--- config.mk ---
export PLATFORM = sky130hd
export DESIGN_NAME = torque_display
export DESIGN_NICKNAME = d
export VERILOG_FILES = /design/src/rtl/torque_display_pkg.sv /design/src/rtl/torque_display_led_bar.sv /design/src/rtl/torque_display.sv
export SDC_FILE = /design/constraint.sdc
export NUM_CORES = 1
export LEC_CHECK = 0
export ABC_AREA = 1
export CORE_MARGIN = 1
export CORE_UTILIZATION = 40
export DETAILED_ROUTE_END_ITERATION = 8
export HOLD_SLACK_MARGIN = 0.15
export MAX_ROUTING_LAYER = met4
export PLACE_DENSITY = 0.87
export SKIP_LAST_GASP = 1
export SYNTH_ARGS = -nofsm -noshare
export SYNTH_HDL_FRONTEND = slang
export SYNTH_SLANG_ARGS = --single-unit
--- constraint.sdc ---
create_clock -name clk -period 1 [get_ports clk]
set_clock_uncertainty 0.05 [all_clocks]
set_input_delay 0.2 -clock clk [delete_from_list [all_inputs] [get_ports clk]]
set_output_delay 0.2 -clock clk [all_outputs]
set_load 0.005 [all_outputs]
--- src/rtl/torque_display_pkg.sv ---
// torque_display_pkg -- shared types and constants for the torque display.
//
// Contents:
//   LED_W     width of one LED bank (9)
//   TORQUE_W  width of the torque magnitude (3)
//   BAR_W     longest bar (7 LEDs)
//   dir_e     drive direction code carried on the instruction input
//   reverse_bar()  mirrors a bar so it grows from the opposite end
package torque_display_pkg;

    localparam int LED_W    = 9;
    localparam int TORQUE_W = 3;
    localparam int BAR_W    = 7;

    typedef enum logic [1:0] {
        DIR_IDLE  = 2'b00,
        DIR_RIGHT = 2'b01,
        DIR_LEFT  = 2'b10,
        DIR_BOTH  = 2'b11
    } dir_e;

    function automatic logic [BAR_W-1:0] reverse_bar(input logic [BAR_W-1:0] b);
        logic [BAR_W-1:0] r;
        for (int i = 0; i < BAR_W; i++) begin
            r[i] = b[BAR_W-1-i];
        end
        return r;
    endfunction

endpackage

--- src/rtl/torque_display_led_bar.sv ---
// led_bar -- combinational torque to thermometer-code converter.
//
// Ports:
//   torque  in   TORQUE_W  unsigned magnitude 0..7
//   bar     out  BAR_W     bar[i] = 1 for every i < torque
module led_bar
    import torque_display_pkg::*;
(
    input  logic [TORQUE_W-1:0] torque,
    output logic [BAR_W-1:0]    bar
);

    always_comb begin
        bar = '0;
        for (int i = 0; i < BAR_W; i++) begin
            bar[i] = (torque > i[TORQUE_W-1:0]);
        end
    end

endmodule

--- src/rtl/torque_display.sv ---
// torque_display -- drives two 9-LED banks showing direction and torque.
//
// Ports:
//   clk          in   1  sole clock, rising edge
//   rst          in   1  asynchronous, active-high reset; clears outputs at once
//   enable       in   1  1 = display active, 0 = both banks dark
//   instruction  in   2  dir_e code: IDLE / RIGHT / LEFT / BOTH
//   torque       in   3  bar length 0..7
//   left_LED     out  9  bit 8 = side indicator, bit 7 unused, bits 6:0 bar
//                        growing outward from bit 0 (board centre)
//   right_LED    out  9  bit 0 = side indicator, bit 1 unused, bits 8:2 bar
//                        growing outward from bit 8 (board centre)
//
// Outputs are registered: they show the inputs sampled on the previous edge.
//
// Build option: define TORQUE_DISPLAY_BLINK_EN to blink the bar (not the
// side indicators) at full torque, toggling every BLINK_HALF_PERIOD cycles
// and starting in the lit phase. Without it, no counter is built and the
// parameter is unused.
module torque_display
    import torque_display_pkg::*;
#(
    parameter int BLINK_HALF_PERIOD = 25_000_000
) (
    input  logic                clk,
    input  logic                rst,
    input  logic                enable,
    input  logic [1:0]          instruction,
    input  logic [TORQUE_W-1:0] torque,
    output logic [LED_W-1:0]    left_LED,
    output logic [LED_W-1:0]    right_LED
);

    dir_e             dir;
    logic [BAR_W-1:0] bar;
    logic             bar_on;
    logic [BAR_W-1:0] bar_vis;
    logic             left_drv;
    logic             right_drv;
    logic [LED_W-1:0] left_next;
    logic [LED_W-1:0] right_next;

    assign dir = dir_e'(instruction);

    led_bar u_led_bar (
        .torque (torque),
        .bar    (bar)
    );

`ifdef TORQUE_DISPLAY_BLINK_EN
    localparam int CNT_W = (BLINK_HALF_PERIOD > 1) ? $clog2(BLINK_HALF_PERIOD) : 1;
    localparam logic [CNT_W-1:0] CNT_MAX = CNT_W'(BLINK_HALF_PERIOD - 1);

    logic             blink_active;
    logic [CNT_W-1:0] blink_cnt;
    logic             blink_dark;

    assign blink_active = enable && (torque == 3'd7);

    // Any break in the blink condition rewinds to the start of the lit phase.
    always_ff @(posedge clk or posedge rst) begin
        if (rst) begin
            blink_cnt  <= '0;
            blink_dark <= 1'b0;
        end else if (!blink_active) begin
            blink_cnt  <= '0;
            blink_dark <= 1'b0;
        end else if (blink_cnt == CNT_MAX) begin
            blink_cnt  <= '0;
            blink_dark <= ~blink_dark;
        end else begin
            blink_cnt  <= blink_cnt + 1'b1;
        end
    end

    assign bar_on = !(blink_active && blink_dark);
`else
    logic unused_blink_cfg;
    assign unused_blink_cfg = (BLINK_HALF_PERIOD > 0);
    assign bar_on = 1'b1;
`endif

    always_comb begin
        left_next  = '0;
        right_next = '0;
        left_drv   = enable && ((dir == DIR_LEFT) || (dir == DIR_BOTH));
        right_drv  = enable && ((dir == DIR_RIGHT) || (dir == DIR_BOTH));
        bar_vis    = bar_on ? bar : '0;
        if (left_drv) begin
            left_next = {1'b1, 1'b0, bar_vis};
        end
        // Right bank grows from bit 8 downward, so the bar is mirrored.
        if (right_drv) begin
            right_next = {reverse_bar(bar_vis), 1'b0, 1'b1};
        end
    end

    always_ff @(posedge clk or posedge rst) begin
        if (rst) begin
            left_LED  <= '0;
            right_LED <= '0;
        end else begin
            left_LED  <= left_next;
            right_LED <= right_next;
        end
    end

endmodule

==> images/floorplan.png <==
The bar under the picture is 10 um long. Pins as bars on the die edge.
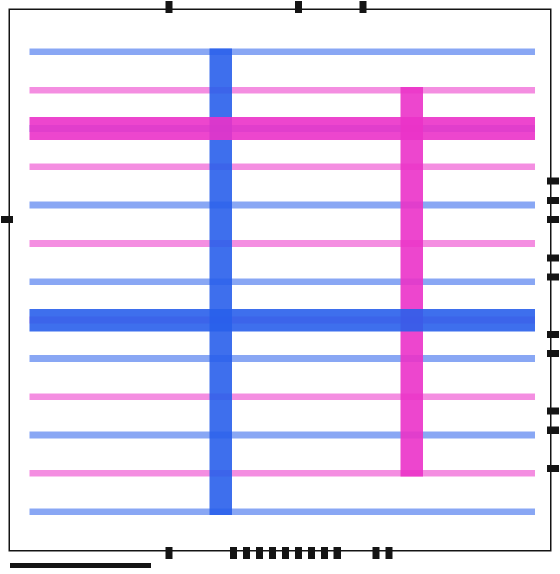
Key: VSS = blue; VDD = magenta
The core has 12 rows. 2 straps on met4.

==> images/class_map.png <==
The bar under the picture is 10 um long.
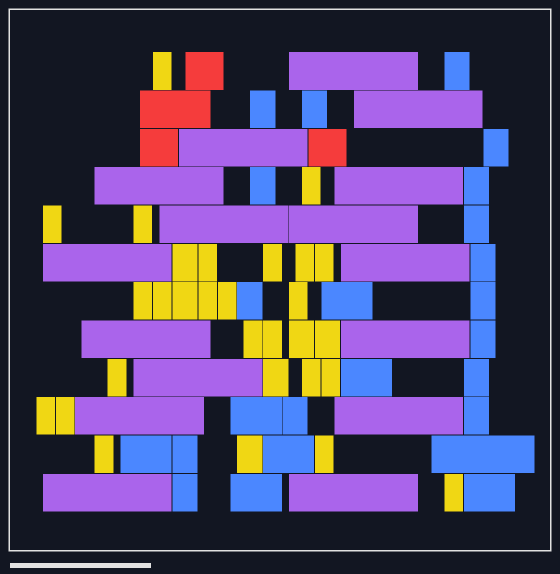
Key: registers = purple [cells 16]; clock drivers and dummy loads = red [cells 4]; remaining buffers and delay cells = blue [cells 24]; remaining logic cells = yellow [cells 29]

==> images/clock_wires.png <==
The bar under the picture is 10 um long.
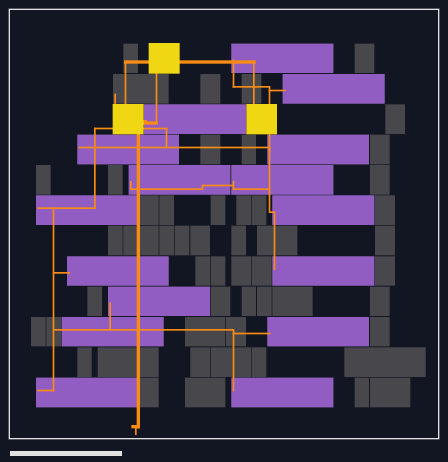
Key: clock-net drivers = yellow [count 3]; clock wires = orange [length 183 um]; flip-flops = purple [count 16]
There are 4 routed clock nets.

==> images/layers.png <==
Only two layers are drawn.
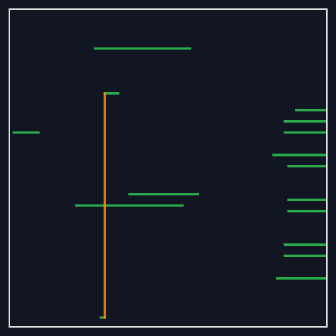
Key: M4 = orange [wire length 27.2 um]; M3 = green [wire length 85.3 um]

==> images/placed.png <==
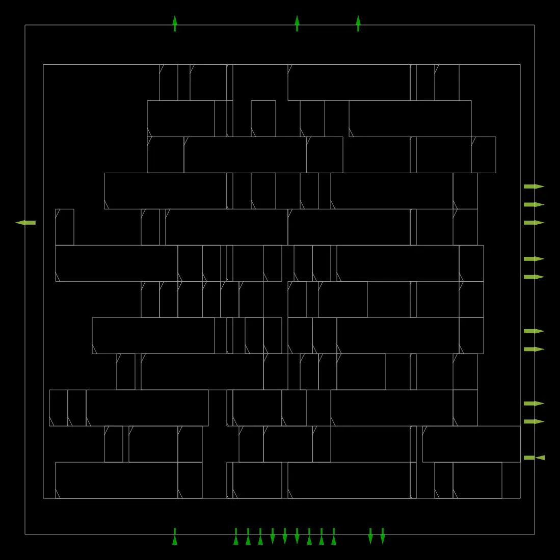
Core Area: 1171 um2
Core Util, Final: 63.25%
post-route insts no fill: 87

==> results.cfg <==
; physical design summary
[routing]
m1WireLength_um = 373
drtPass1Iterations = 4
drt_iter0_markers = 8
post_drt_wl_per_cell_um = 11.52
dr_wl_met3_um = 85
drc_errors = 0
vias = 377
wirelength_um = 1002
viasPerCell = 4.333

[timing]
setup_violations = 16
rsz0062_at_grt = yes
slew_viol_final = 0
finalCriticalPeriod_ns = 1.036
final.setup.worst_slack_ns = -0.03590
fmax_ghz = 0.9653
hold_violations = 0
period_used_pct = 103.6

[setup_path]
slowest_delay_ns = 0.38
crit_slowest_cell = dfrtp_1
path_max_fanout = 1
crit_arrival_ns = 0.79
criticalPathCategory = flip-flop to output port
crit_chain = buf_2
cp-end-kind = output port
critical_path_required_ns = 0.75
critPathLaunch = left_LED[4]
start_kind = flip-flop
crit_buf_inv = 1

[global_routing]
antenna_found_initial = 0
busiest_layer = met2
grt_pass1_vias = 326
grt_overflow = 0
met1_usage_pct = 18.75
grtUsageMet2_pct = 27.12
grt_max_degree = 17
grt_pass1_wl_um = 1490
grtUsageMet3_pct = 3.488

[clock_network]
clkSlewWorstSetupHoldPaths_ns = 0.09
clock_sinks = 16
cts_resized = 61
cts_max_path_buffers = 2
cts_root_buffer = clkbuf_4
cts_tree = built
h-tree-depth = 1
cts_hold_buffers = 0

[logic_synthesis]
synth_chip_area_um2 = 528.0
postSynthSeqShare_pct = 75.83
ys_cells = 46
synth_cell_types = 8
ys.warnings.count = 0
top_cell_area_share_pct = 75.83
synth-adder-area-share_pct = 0
topCellsByArea = dfrtp_1, nor2_1, inv_1
syn_inst = 46
mux_area_share_pct = 0
edf_count = 0
ys_sh_xor_pct = 0
synth_top_flop_cell = dfrtp_1
logic_family = simple AND/OR/NAND/NOR gates
ys_sh_simple_pct = 11.85
post-synth-top-count-cell = dfrtp_1
async_reset_ff_share_pct = 100.0
synth_area_per_cell_um2 = 11.48

[finish]
antennaDiodeCount = 0
syn_to_final_growth_pct = 40.28
final_cell_mix = dfrtp_1, buf_2, nor2_1
final_nets = 82
drive_above_1_share_pct = 28.77
finalInstanceArea_um2 = 740.7

[pwr]
powerDensity_nw_per_um2 = 1632
comb-power_uw = 120
clock_power_uw = 412
switching_power_uw = 257.3
pg_seq_uw = 677
pwr-share-clk_pct = 34.1
swShare_pct = 21.29
maxPowerGroup = sequential cells
p_int_uw = 951.3
p_leak_uw = 0.0004486
power_frac_comb_pct = 9.9

[floorplanning]
die_area_um2 = 1469
io_pins = 26
fp.dieH_um = 38.33
rows = 12
die_w_um = 38.33
fp-utilization_pct = 45.09

[min_path]
hold_class = input port to async pin

[run]
log.warning_count = 28
maxCapViolations = 0

[placed_design]
gp_congestion = 0.9170
hpwl_um = 771.3
io_buffer_count = 23
dp_slack_ns = -0.2014
placed_area_um2 = 784.5

[outcome]
status = finished, violations left
violations = setup timing
[state kept, by name (all words and copies together) (netlist names)]
| register | count |
|---|---|
| right_LED | 8 |
| left_LED | 8 |
[layout make-up]
type	count	area [um2]
Timing Repair Buffer	24	170.2
Sequential cell	16	400.4
Inverter	7	26.28
Fill cell	107	430.4
Tap cell	14	17.52
Clock buffer	4	36.28
Multi-Input combinational cell	22	90.09
[stage by stage]
step	setup TNS [ns]	total power, uW	std cells	hold WS (ns)
finish	-0.2037	1209	87	0.1701
global route	-0.7544	1266	87	0.1724
CTS	-0.3314	1221	87	0.1696
detailed placement	-2.785	837.9	83	0.4708
global placement	-2.608	833.8	83	0.4712
floorplan	0	738.5	47	0.06374
[tightest hold or removal path, delay by kind of cell]
family	cells	cell delay (ns)
buf+inv	3	0.64
Power and IR drop assume default switching activity.
